--- src/rtl/target_sched_pkg.sv ---
// Shared types for the target-cache write scheduler: FSM states, the queued
// update entry and a pointer-width helper.
package target_sched_pkg;

  localparam int DEF_WIDTH = 10;

  typedef enum logic {
    INIT = 1'b0,
    RUN  = 1'b1
  } state_t;

  typedef struct packed {
    logic [DEF_WIDTH-1:0] index;
    logic [31:0]          target;
  } upd_entry_t;

  function automatic int ptr_width(input int depth);
    return (depth > 1) ? $clog2(depth) : 1;
  endfunction

endpackage

--- src/rtl/target_upd_fifo.sv ---
// Circular buffer of pending target updates with push, pop and tail overwrite.
// Head/tail views are combinational; state changes on the clock edge.
module target_upd_fifo
  import target_sched_pkg::*;
#(
  parameter int  DEPTH = 4,
  parameter type T     = upd_entry_t,
  localparam int PW    = ptr_width(DEPTH)
) (
  input  logic        clk,
  input  logic        rst,
  input  logic        i_push,
  input  logic        i_pop,
  input  logic        i_ovr,
  input  T            i_dat,
  output T            o_head,
  output T            o_tail,
  output logic        o_full,
  output logic        o_empty,
  output logic [PW:0] o_count
);

  T              r_mem [DEPTH];
  logic [PW-1:0] r_wptr;
  logic [PW-1:0] r_rptr;
  logic [PW:0]   r_cnt;
  logic [PW-1:0] w_tail_ptr;

  assign w_tail_ptr = r_wptr - 1'b1;

  // Storage carries no reset; valid data is tracked by the count alone.
  always_ff @(posedge clk) begin
    if (i_push) r_mem[r_wptr] <= i_dat;
    if (i_ovr)  r_mem[w_tail_ptr] <= i_dat;
  end

  always_ff @(posedge clk) begin
    if (rst) begin
      r_wptr <= '0;
      r_rptr <= '0;
      r_cnt  <= '0;
    end else begin
      if (i_push) r_wptr <= r_wptr + 1'b1;
      if (i_pop)  r_rptr <= r_rptr + 1'b1;
      r_cnt <= r_cnt + (PW+1)'(i_push) - (PW+1)'(i_pop);
    end
  end

  assign o_head  = r_mem[r_rptr];
  assign o_tail  = r_mem[w_tail_ptr];
  assign o_full  = (r_cnt == (PW+1)'(DEPTH));
  assign o_empty = (r_cnt == '0);
  assign o_count = r_cnt;

endmodule

--- src/rtl/target_update_sched.sv ---
// Sole writer of the tagless target cache: zero-sweeps after reset, then drains
// queued branch-target updates one per unstalled cycle, coalescing same-index tails.
module target_update_sched
  import target_sched_pkg::*;
#(
  parameter int WIDTH = 10,
  parameter int DEPTH = 4,
  parameter int CNT_W = 16
) (
  input  logic                     clk,
  input  logic                     rst,
  input  logic                     upd_valid_i,
  input  logic [WIDTH-1:0]         upd_index_i,
  input  logic [31:0]              upd_target_i,
  input  logic                     stall_i,
  output logic                     cache_we_o,
  output logic [WIDTH-1:0]         cache_widx_o,
  output logic [31:0]              cache_wdata_o,
  output logic                     init_busy_o,
  output logic [$clog2(DEPTH):0]   occupancy_o,
  output logic                     drop_o,
  output logic [CNT_W-1:0]         drop_cnt_o
);

  localparam int OCC_W = $clog2(DEPTH) + 1;

  typedef struct packed {
    logic [WIDTH-1:0] index;
    logic [31:0]      target;
  } entry_t;

  state_t           r_state;
  state_t           w_state_nxt;
  logic [WIDTH-1:0] r_sweep;
  logic             r_drop;
  logic [CNT_W-1:0] r_drop_cnt;

  entry_t           w_in;
  entry_t           w_head;
  entry_t           w_tail;
  logic             w_full;
  logic             w_empty;
  logic [OCC_W-1:0] w_count;
  logic             w_pop;
  logic             w_coalesce;
  logic             w_push;
  logic             w_drop;

  assign w_in = '{index: upd_index_i, target: upd_target_i};

  target_upd_fifo #(
    .DEPTH (DEPTH),
    .T     (entry_t)
  ) u_fifo (
    .clk     (clk),
    .rst     (rst),
    .i_push  (w_push),
    .i_pop   (w_pop),
    .i_ovr   (w_coalesce),
    .i_dat   (w_in),
    .o_head  (w_head),
    .o_tail  (w_tail),
    .o_full  (w_full),
    .o_empty (w_empty),
    .o_count (w_count)
  );

  // A tail that is leaving this cycle must not absorb the new update.
  always_comb begin
    w_pop      = (r_state == RUN) && !w_empty && !stall_i && !rst;
    w_coalesce = upd_valid_i && !w_empty && (w_tail.index == upd_index_i) &&
                 !(w_pop && (w_count == OCC_W'(1)));
    w_push     = upd_valid_i && !w_coalesce && (!w_full || w_pop);
    w_drop     = upd_valid_i && !w_coalesce && w_full && !w_pop;
  end

  always_comb begin
    w_state_nxt   = r_state;
    cache_we_o    = 1'b0;
    cache_widx_o  = '0;
    cache_wdata_o = '0;
    case (r_state)
      INIT: begin
        cache_we_o   = !rst;
        cache_widx_o = r_sweep;
        if (r_sweep == '1) w_state_nxt = RUN;
      end
      RUN: begin
        cache_we_o = w_pop;
        if (!w_empty) begin
          cache_widx_o  = w_head.index;
          cache_wdata_o = w_head.target;
        end
      end
      default: w_state_nxt = INIT;
    endcase
  end

  always_ff @(posedge clk) begin
    if (rst) begin
      r_state    <= INIT;
      r_sweep    <= '0;
      r_drop     <= 1'b0;
      r_drop_cnt <= '0;
    end else begin
      r_state <= w_state_nxt;
      if (r_state == INIT) r_sweep <= r_sweep + 1'b1;
      r_drop <= w_drop;
      if (w_drop && (r_drop_cnt != '1)) r_drop_cnt <= r_drop_cnt + 1'b1;
    end
  end

  assign init_busy_o = (r_state == INIT);
  assign occupancy_o = w_count;
  assign drop_o      = r_drop;
  assign drop_cnt_o  = r_drop_cnt;

endmodule

--- config.mk ---
export PLATFORM = sky130hd
export DESIGN_NAME = target_update_sched
export DESIGN_NICKNAME = d
export VERILOG_FILES = /design/src/rtl/target_sched_pkg.sv /design/src/rtl/target_upd_fifo.sv /design/src/rtl/target_update_sched.sv
export SDC_FILE = /design/constraint.sdc
export NUM_CORES = 1
export LEC_CHECK = 0
export CAP_MARGIN = 20
export CORE_ASPECT_RATIO = 0.7
export CORE_MARGIN = 4
export CORE_UTILIZATION = 30
export DETAILED_ROUTE_END_ITERATION = 12
export PLACE_DENSITY = 0.55
export SYNTH_ARGS = -nofsm -noshare
export SYNTH_HDL_FRONTEND = slang
export SYNTH_SLANG_ARGS = --single-unit
--- constraint.sdc ---
create_clock -name clk -period 13.18 [get_ports clk]
set_input_delay 1.318 -clock clk [delete_from_list [all_inputs] [get_ports clk]]
set_output_delay 1.318 -clock clk [all_outputs]
set_load 0.05 [all_outputs]
==> images/met1.png <==
(2 px per um) Supply wires on this layer in grey. Cells faint in the background.
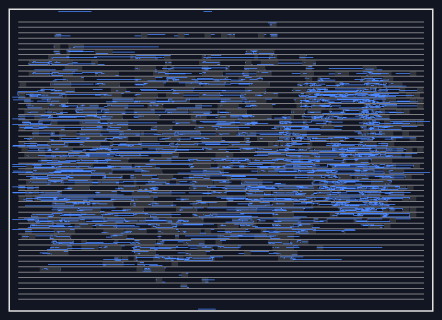
The longest straight run is 57.5 um. The layer holds 48% of the routed length. The wires run mostly horizontal. The layer carries 9610 um of wire. 628 nets have wire on it.

==> images/met2.png <==
(2 px per um)
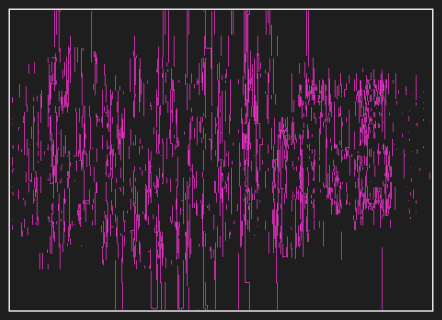
The layer carries 8780 um of wire. The wires run mostly vertical. The longest straight run is 52.4 um. The layer holds 44% of the routed length.

==> images/met3.png <==
(3 px per um) Cells faint in the background.
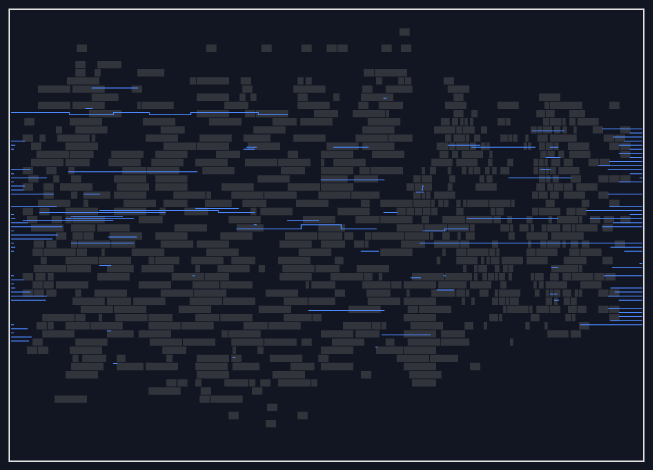
The layer holds 6.2% of the routed length. The layer carries 1230 um of wire. The longest straight run is 74.0 um.

==> GITHUB_STEP_SUMMARY <==
### Yosys + OpenROAD results

| Metric | Value |
|---|---|
| Finish-stage setup viols | `0` |
| CTS clk-pin slew, worst paths | `0.06 ns` |
| Util after Layout | `38.5%` |
| Sequential cells | `205` |
| Comb gates | `271` |
| Fill count | `2603` |
| Clk buf depth | `3` |
| Fin nets | `689` |
| RSZ-0062 raised after global routing | `false` |
| First-pass DRT Iterations | `4` |
| Wl on met1 | `9610 um` |
| Worst setup EP type | `output port` |
| Critical path depth | `5` |
| CTS tree | `done` |
| F_max | `0.205 GHz` |
| Final TNS setup | `0 ns` |
| First-pass GRT wire length | `30900 um` |
| Routed len/inst | `19.5 um` |
| Log Warnings | `26` |
| GRT met1 Usage | `18.6%` |
| Crit path max-delay family | `buffers and inverters` |
| Core area | `28100 sq um` |
| Top comb family, area | `multiplexers` |
| Seq. pwr | `773 uW` |
| Sink Count | `205` |
| Reg2reg start | `u_fifo.r_wptr[0]` |
| CP max FO | `45` |
| RR Endpoint | `u_fifo.o_count[2]` |
| Init Core Util | `30.8%` |
| Adder Area Share | `0.809%` |
| CP peak stage delay | `0.82 ns` |
| Top reg by flops | `u_fifo.r_mem` |
| Initial antenna violation count | `1` |
| Clk_buf instances | `26` |
| Slew margin rel. | `35.5%` |
| Post-Syn Area | `8660 sq um` |
| Unique cell type count in the Yosys netlist | `46` |
| Crit Path Class | `primary input to output port` |
| Hpwl dp | `12400 um` |
| Most frequent cells after synthesis | `edfxtp_1, mux4_2, nor2b_1` |
| Met3 usage | `3.19%` |
| Pin count of the biggest net entering global routing | `46` |
| Status | `finished, final reports clean` |
| Syn-to-layout area delta | `25.0%` |
| Leakage | `3.36 nW` |
| Critical Path Source | `rst` |
| Most common cell in the netlist | `edfxtp_1` |
| XOR/XNOR share of the synthesized area | `2.33%` |
| Compound-cell area share of the yosys netlist | `3.44%` |
| Worst slack at placement | `8.17 ns` |
| Syn nets | `575` |
| Top Ports | `110` |
| Sequential power share | `51.5%` |
| Row cnt | `51` |
| Post-synthesis sequential area ratio | `66.8%` |
| Simple-Gate Fraction of Synth Area | `9.16%` |
| Switching share of power | `23.2%` |
| Minimum clock period | `4.87 ns` |
| Hold slack final | `0.510 ns` |
| CP most frequent cell | `clkdlybuf4s50_1` |
-- logic make-up after synthesis --
group	count (synthesis)
XOR/XNOR	23
multiplexers	59
flip-flops	205
AND-OR/OR-AND	42
AND/OR/NAND/NOR	142
adder cells (fa/ha/maj)	5
buffers and inverters	48
-- cells in the final DEF (no fill, tap or decap), drive strengths merged, types with 4 or more instances in the layout --
cell	n
o21ai	12
mux4	52
nor2	27
nor3	9
dfxtp	37
clkdlybuf4s50	109
inv	23
nor2b	39
clkinv	9
ha	4
o31ai	4
mux2	5
xor2	4
nor4	5
nand4	11
edfxtp	168
a21oi	13
buf	8
clkbuf	26
xnor2	19
o22ai	6
or3	10
nand2	12
nand3	15
Power is estimated from default activity; no workload was simulated.
